**config.mk**
```make
export PLATFORM = sky130hd
export DESIGN_NAME = prio_encoder8x3
export DESIGN_NICKNAME = d
export VERILOG_FILES = /design/src/rtl/prio_encoder8x3.sv
export SDC_FILE = /design/constraint.sdc
export NUM_CORES = 1
export LEC_CHECK = 0
export CORE_MARGIN = 4
export CORE_UTILIZATION = 35
export DETAILED_ROUTE_END_ITERATION = 10
export HOLD_SLACK_MARGIN = 0.05
export SYNTH_ARGS = -nofsm -noshare
export SYNTH_HDL_FRONTEND = slang
export SYNTH_SLANG_ARGS = --single-unit
```
**constraint.sdc**
```tcl
create_clock -name clk -period 2.3 [get_ports clk]
set_clock_uncertainty 0.1 [all_clocks]
set_input_delay 0.345 -clock clk [delete_from_list [all_inputs] [get_ports clk]]
set_output_delay 0.345 -clock clk [all_outputs]
set_load 0.1 [all_outputs]
```
**src/rtl/prio_encoder8x3.sv**
```systemverilog
// Registered 8-to-3 priority encoder.
// Request lines are latched into a pending vector. Pending indices are presented
// highest-first on a valid/ready handshake. Each pending bit is cleared when its
// code is accepted.
module prio_encoder8x3 #(
    parameter int N_IN  = 8,
    parameter int OUT_W = 3
) (
    input  logic              clk,
    input  logic              rst_n,
    input  logic [N_IN-1:0]   req_in,
    input  logic              out_ready,
    output logic              out_valid,
    output logic [OUT_W-1:0]  out_code,
    output logic [N_IN-1:0]   pending_o,
    output logic              req_lost
);

    typedef enum logic {IDLE, HOLD} state_t;

    state_t             state, state_nxt;
    logic [N_IN-1:0]    pending, pending_nxt;
    logic [N_IN-1:0]    clr;
    logic [N_IN-1:0]    rem;
    logic               accept;
    logic               valid_nxt;
    logic [OUT_W-1:0]   code_nxt;
    logic               lost_nxt;

    // Index of the highest set bit; the last match in an ascending scan wins.
    function automatic logic [OUT_W-1:0] hi_idx(input logic [N_IN-1:0] v);
        hi_idx = '0;
        for (int unsigned i = 0; i < N_IN; i++) begin
            if (v[i]) hi_idx = OUT_W'(i);
        end
    endfunction

    // Handshake decode, pending update, and next-state/next-output selection.
    always_comb begin
        accept      = out_valid & out_ready;
        clr         = accept ? (N_IN'(1) << out_code) : '0;
        rem         = pending & ~clr;
        pending_nxt = rem | req_in;
        lost_nxt    = |(req_in & rem);
        state_nxt   = state;
        valid_nxt   = out_valid;
        code_nxt    = out_code;
        case (state)
            IDLE: begin
                valid_nxt = 1'b0;
                if (pending != '0) begin
                    code_nxt  = hi_idx(pending);
                    valid_nxt = 1'b1;
                    state_nxt = HOLD;
                end
            end
            HOLD: begin
                valid_nxt = 1'b1;
                // The reload uses only registered pending, so this cycle's req_in is not eligible yet.
                if (accept) begin
                    if (rem != '0) begin
                        code_nxt = hi_idx(rem);
                    end else begin
                        valid_nxt = 1'b0;
                        state_nxt = IDLE;
                    end
                end
            end
            default: begin
                state_nxt = IDLE;
                valid_nxt = 1'b0;
            end
        endcase
    end

    // State, pending vector and registered outputs.
    always_ff @(posedge clk or negedge rst_n) begin
        if (!rst_n) begin
            state     <= IDLE;
            pending   <= '0;
            out_valid <= 1'b0;
            out_code  <= '0;
            req_lost  <= 1'b0;
        end else begin
            state     <= state_nxt;
            pending   <= pending_nxt;
            out_valid <= valid_nxt;
            out_code  <= code_nxt;
            req_lost  <= lost_nxt;
        end
    end

    assign pending_o = pending;

endmodule

```
Run 1, signal wires on met2:
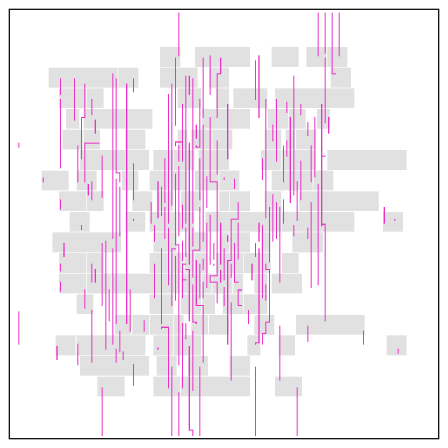
main direction: vertical
wire length on this layer: 1,040 um
longest straight run: 31.6 um
share of all routed wire: 48%
nets with wire on the layer: 117
count of vias placed by the detailed router: 787
Total Wirelength: 2190 um
met2 Usage GRT: 25.2%

Run 1, met1 routing:
Supply wires on this layer in grey.
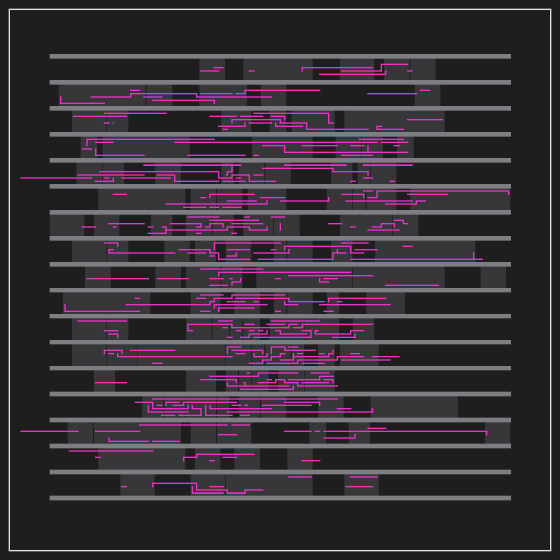
longest straight run: 21.2 um
nets with wire on the layer: 111
wire length on this layer: 1,000 um
GR met1 Demand/Resource: 18.1%

Run 1, nets reached from selected ports:
The bar under the picture is 20 um long.
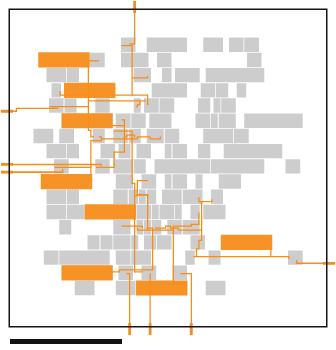
legend:
  orange:
    port: `pending_o`
    direction: output
    edge: 3 left, 3 bottom, 1 top, 1 right
    end_cells: 8
    buffers: 8
    wire: 317 um
I/O pin total: 24
number of input and output port buffers inserted: 23

==> tab_implementation.tex, run 1 <==
% Yosys + OpenROAD metrics
\begin{tabular}{lr}
\hline
Metric & Value \\
\hline
\multicolumn{2}{l}{\textbf{Outcome}} \\
\quad Run status & finished, final reports clean \\
\multicolumn{2}{l}{\textbf{Critical path}} \\
\quad CP max FO & 5 \\
\quad Element type at the critical path end & register \\
\quad Worst Setup Path Type & in2reg \\
\quad Req. time, crit path & 2370 ps \\
\multicolumn{2}{l}{\textbf{CTS}} \\
\quad TritonCTS buffer count & 3 \\
\quad Root Buffer & sky130\_fd\_sc\_hd\_\_clkbuf\_4 \\
\quad Clock-pin slew on the worst setup and hold paths & 80 ps \\
\multicolumn{2}{l}{\textbf{Final timing}} \\
\quad Setup tns final & 0 ps \\
\quad Hold slack final & approximately 340 ps \\
\quad Final setup margin & 64.5 ps \\
\quad Final max-slew violation count & 0 \\
\quad Final hold violation count & 0 \\
\multicolumn{2}{l}{\textbf{Power and ir drop}} \\
\quad Combinational power share & 45.2\% \\
\multicolumn{2}{l}{\textbf{Floorplan}} \\
\quad Placement Rows & 17 \\
\quad Floorplan die height & 56.5 um \\
\quad Tap cells & 28 \\
\multicolumn{2}{l}{\textbf{Synth}} \\
\quad Max-area cell share & 39.5\% \\
\quad Cell count after synthesis & 82 \\
\quad Leading post-synthesis cells by instance count & sky130\_fd\_sc\_hd\_\_dfrtp\_1, sky130\_fd\_sc\_hd\_\_nand2b\_1, sky130\_fd\_sc\_hd\_\_nand2\_1 \\
\quad Primary flip-flop cell chosen by synthesis mapping & sky130\_fd\_sc\_hd\_\_dfrtp\_1 \\
\quad Xor+xnor area frac & 0\% \\
\multicolumn{2}{l}{\textbf{Finish}} \\
\quad Proportion of layout cells with a drive suffix above 1 & 37.8\% \\
\quad Sequential fraction of total cell area & 28.2\% \\
\quad Design Area, Final & 1200 um2 \\
\multicolumn{2}{l}{\textbf{Run}} \\
\quad Tool Warnings & 27 \\
\multicolumn{2}{l}{\textbf{Global routing}} \\
\quad Total Routing Usage GR & 15.3\% \\
\quad Global route overflow & 0 \\
\multicolumn{2}{l}{\textbf{Place}} \\
\quad Worst slack, placed & -245 ps \\
\multicolumn{2}{l}{\textbf{Detailed routing}} \\
\quad Drt initial violations & 8 \\
\hline
\end{tabular}
run 1: kinds of logic after synthesis:
| kind of cell | count (synthesis) |
|---|---|
| simple gates | 35 |
| compound gates | 27 |
| flops | 13 |
| buf+inv | 4 |
| mux | 3 |
run 1: metal layers:
layer / wire length, um / part of all wire [%]
met5: 0 / 0
met4: 31 / 1.4
met3: 106 / 4.9
met2: 1040 / 48
met1: 1000 / 46
run 1: registers in the layout (all words and copies together) (netlist names):
signal	count
pending_o	8
req_lost	1
out_code	3
state	1
run 1: power by group through the flow:
stage	Clock (mW)	Combinational [mW]	Sequential (mW)
after floorplan	0	0.114	0.436
after global placement	0	0.369	0.301
after detailed placement	0	0.367	0.302
after CTS	0.154	0.369	0.297
after global routing	0.166	0.387	0.302
final	0.149	0.367	0.296
==> inputs of run 2 (changes only) <==
--- a/config.mk
+++ b/config.mk
@@ -9,6 +9,7 @@
 export CORE_UTILIZATION = 35
 export DETAILED_ROUTE_END_ITERATION = 10
 export HOLD_SLACK_MARGIN = 0.05
+export MAX_ROUTING_LAYER = met4
 export SYNTH_ARGS = -nofsm -noshare
 export SYNTH_HDL_FRONTEND = slang
 export SYNTH_SLANG_ARGS = --single-unit
==> tab_implementation.tex, run 2 <==
% Yosys + OpenROAD metrics
\begin{tabular}{lr}
\hline
Metric & Value \\
\hline
\multicolumn{2}{l}{\textbf{Final timing}} \\
\quad Final hold violation count & 0 \\
\quad Final setup margin & 60.0 ps \\
\quad Setup tns final & 0 ps \\
\quad Hold slack final & 339 ps \\
\multicolumn{2}{l}{\textbf{Critical path}} \\
\quad Req. time, crit path & 2370 ps \\
\quad Element type at the critical path end & register \\
\quad CP max FO & 5 \\
\quad Worst Setup Path Type & in2reg \\
\multicolumn{2}{l}{\textbf{Synth}} \\
\quad Max-area cell share & 39.5\% \\
\quad Cell count after synthesis & between 80 and 90 \\
\quad Leading post-synthesis cells by instance count & sky130\_fd\_sc\_hd\_\_dfrtp\_1, sky130\_fd\_sc\_hd\_\_nand2b\_1, sky130\_fd\_sc\_hd\_\_nand2\_1 \\
\multicolumn{2}{l}{\textbf{Place}} \\
\quad Number of input and output port buffers inserted & 23 \\
\multicolumn{2}{l}{\textbf{Power and ir drop}} \\
\quad Combinational power share & 45.1\% \\
\quad Reported clock group power & 0.150 mW \\
\quad Group drawing the most power & combinational logic \\
\quad Combinational power & 0.367 mW \\
\multicolumn{2}{l}{\textbf{Detailed routing}} \\
\quad Drt initial violations & 13 \\
\quad Top sig layer & met4 \\
\quad WL met3 & approximately 78 um \\
\quad Routed length on met2 & 1060 um \\
\multicolumn{2}{l}{\textbf{Outcome}} \\
\quad Run status & finished, final reports clean \\
\multicolumn{2}{l}{\textbf{Floorplan}} \\
\quad Placement Rows & 17 \\
\quad Floorplan die height & 56.5 um \\
\multicolumn{2}{l}{\textbf{Global routing}} \\
\quad Global route overflow & 0 \\
\multicolumn{2}{l}{\textbf{Run}} \\
\quad Tool Warnings & 27 \\
\multicolumn{2}{l}{\textbf{Finish}} \\
\quad Proportion of layout cells with a drive suffix above 1 & 37.8\% \\
\multicolumn{2}{l}{\textbf{CTS}} \\
\quad Clock-pin slew on the worst setup and hold paths & 90 ps \\
\hline
\end{tabular}
==> run 2: cell counts after synthesis <==
Identical to the previous run, type by type.
==> run 2: routing by layer <==
metal	global-route usage, %	vias up
met4	6.44	0
met5	-	-
met2	24.8	14
li1	-	388
met1	19.0	377
met3	4.14	4
==> run 2: cell type report <==
cell class              instances  area [um2]  area share [%]
flip-flops and latches         13         338            28.2
multi-input cells              65         503            42.0
well taps                      28        35.0            2.93
repair buffers                 35         288            24.0
inverters                       2        7.51           0.627
clock buffers                   4        26.3            2.19
==> run 2: kinds of logic (layout without fill, tap and decap cells) <==
kind of cell | count (synthesis) | count (layout)
flip-flops | 13 | 13
multiplexers | 3 | 3
AND/OR/NAND/NOR | 35 | 35
buffers and inverters | 4 | 41
AND-OR/OR-AND | 27 | 27
Run 2, register map, names as in the netlist:
Other sequential cells in the stronger grey, the rest of the logic in the fainter grey.
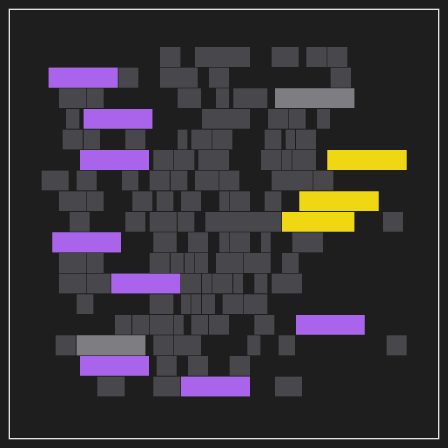
legend:
  purple:
    name_in_the_netlist: `pending_o`
    flops: 8
  yellow:
    name_in_the_netlist: `out_code`
    flops: 3
not coloured: 2
Reg area: 338 um2
sequential-cell power consumption: 0.297 mW
Final Core Density: 53.6%
sequential fraction of total cell area: 28.2%

==> inputs of run 3 (changes only) <==
--- a/config.mk
+++ b/config.mk
@@ -10,6 +10,7 @@
 export DETAILED_ROUTE_END_ITERATION = 10
 export HOLD_SLACK_MARGIN = 0.05
 export MAX_ROUTING_LAYER = met4
+export SLEW_MARGIN = 25
 export SYNTH_ARGS = -nofsm -noshare
 export SYNTH_HDL_FRONTEND = slang
 export SYNTH_SLANG_ARGS = --single-unit
==> tab_implementation.tex, run 3 <==
% Yosys + OpenROAD metrics
\begin{tabular}{lr}
\hline
Metric & Value \\
\hline
\multicolumn{2}{l}{\textbf{Outcome}} \\
\quad Run status & finished, final reports clean \\
\multicolumn{2}{l}{\textbf{Critical path}} \\
\quad Req. time, crit path & 2370 ps \\
\quad Worst Setup Path Type & in2reg \\
\quad Cell class contributing the biggest share of worst-path delay & buffers and inverters \\
\quad Critical path buffer and inverter count & 1 \\
\quad Element type at the critical path end & register \\
\quad CP max FO & 5 \\
\quad Number of stages on the worst setup path & 6 \\
\multicolumn{2}{l}{\textbf{Finish}} \\
\quad Number of diodes added for antenna fixing & 0 \\
\quad Number of flip-flops under the largest register name & 8 \\
\quad Final Core Density & 53.6\% \\
\quad Design Area, Final & between 1000 and 1500 um2 \\
\quad Proportion of layout cells with a drive suffix above 1 & 37.8\% \\
\quad Final \#Nets & $\sim$130 \\
\multicolumn{2}{l}{\textbf{Power and ir drop}} \\
\quad Combinational power share & between 40\% and 50\% \\
\quad Power density normalized to cell area & 680 nW/um2 \\
\quad Worst vdd ir & between 300 and 400 uV \\
\multicolumn{2}{l}{\textbf{Place}} \\
\quad Placed standard-cell area & 1170 um2 \\
\quad Worst slack, placed & -245 ps \\
\quad Number of input and output port buffers inserted & 23 \\
\quad Routability Congestion & $\sim$0.87 \\
\multicolumn{2}{l}{\textbf{Floorplan}} \\
\quad FP Core Util & approximately 37\% \\
\quad I/O pin total & 24 \\
\quad Area of the chip & 3200 um2 \\
\quad Floorplan die height & 56.5 um \\
\quad Placement Rows & 17 \\
\multicolumn{2}{l}{\textbf{CTS}} \\
\quad TritonCTS buffer count & 3 \\
\quad Root Buffer & sky130\_fd\_sc\_hd\_\_clkbuf\_4 \\
\quad Clock-pin slew on the worst setup and hold paths & 90 ps \\
\multicolumn{2}{l}{\textbf{Min path}} \\
\quad Hold crit path type & in2async \\
\multicolumn{2}{l}{\textbf{Final timing}} \\
\quad Final hold violation count & 0 \\
\quad Setup tns final & 0 ps \\
\quad Final max-slew violation count & 0 \\
\quad Final setup margin & 60.0 ps \\
\quad Hold slack final & 339 ps \\
\multicolumn{2}{l}{\textbf{Detailed routing}} \\
\quad First-pass detailed-route iteration total & 2 \\
\quad Drt initial violations & 13 \\
\multicolumn{2}{l}{\textbf{Synth}} \\
\quad Sequential share of the synthesized area & around 40\% \\
\quad Cell count after synthesis & 82 \\
\quad Synth Area in Compound Gates & roughly 28\% \\
\quad Max-area cell share & 39.5\% \\
\quad Leading post-synthesis cells by instance count & sky130\_fd\_sc\_hd\_\_dfrtp\_1, sky130\_fd\_sc\_hd\_\_nand2b\_1, sky130\_fd\_sc\_hd\_\_nand2\_1 \\
\quad Primary flip-flop cell chosen by synthesis mapping & sky130\_fd\_sc\_hd\_\_dfrtp\_1 \\
\quad Xor+xnor area frac & 0\% \\
\quad Chip area line of the yosys report & 825 um2 \\
\multicolumn{2}{l}{\textbf{Global routing}} \\
\quad Global route overflow & 0 \\
\multicolumn{2}{l}{\textbf{Run}} \\
\quad Tool Warnings & 27 \\
\quad Count of maximum capacitance violations & 0 \\
\hline
\end{tabular}
run 3: power by group through the flow:
| stage | sequential, mW | combinational [mW] | clock [mW] |
|---|---|---|---|
| after floorplan | 0.436 | 0.114 | 0 |
| final | 0.297 | 0.367 | 0.150 |
| after global routing | 0.302 | 0.387 | 0.166 |
| after CTS | 0.297 | 0.369 | 0.154 |
| after detailed placement | 0.302 | 0.367 | 0 |
| after global placement | 0.301 | 0.369 | 0 |
run 3: metal layers:
metal  vias up  routed length [um]  global-route usage (%)
li1        388                   -                       -
met1       377                1040                    19.0
met2        14                1060                    24.8
met3         4                  78                    4.14
met4         0                  29                    6.44
met5         -                   0                       -
run 3: final cells by class:
cell class	instances	area, um2
fillers	213	1040
multi-input cells	65	503
flip-flops and latches	13	338
repair buffers	35	288
well taps	28	35.0
clock buffers	4	26.3
inverters	2	7.51
Run 3, signal wires on met2:
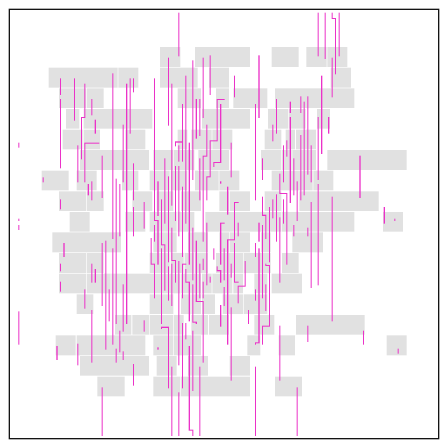
longest straight run: 31.6 um
wire length on this layer: 1,060 um
nets with wire on the layer: 117
Total Wirelength: 2210 um
met2 Usage GRT: 24.8%
count of vias placed by the detailed router: 783

No activity file was given, so power comes from the tool's default toggle rates.
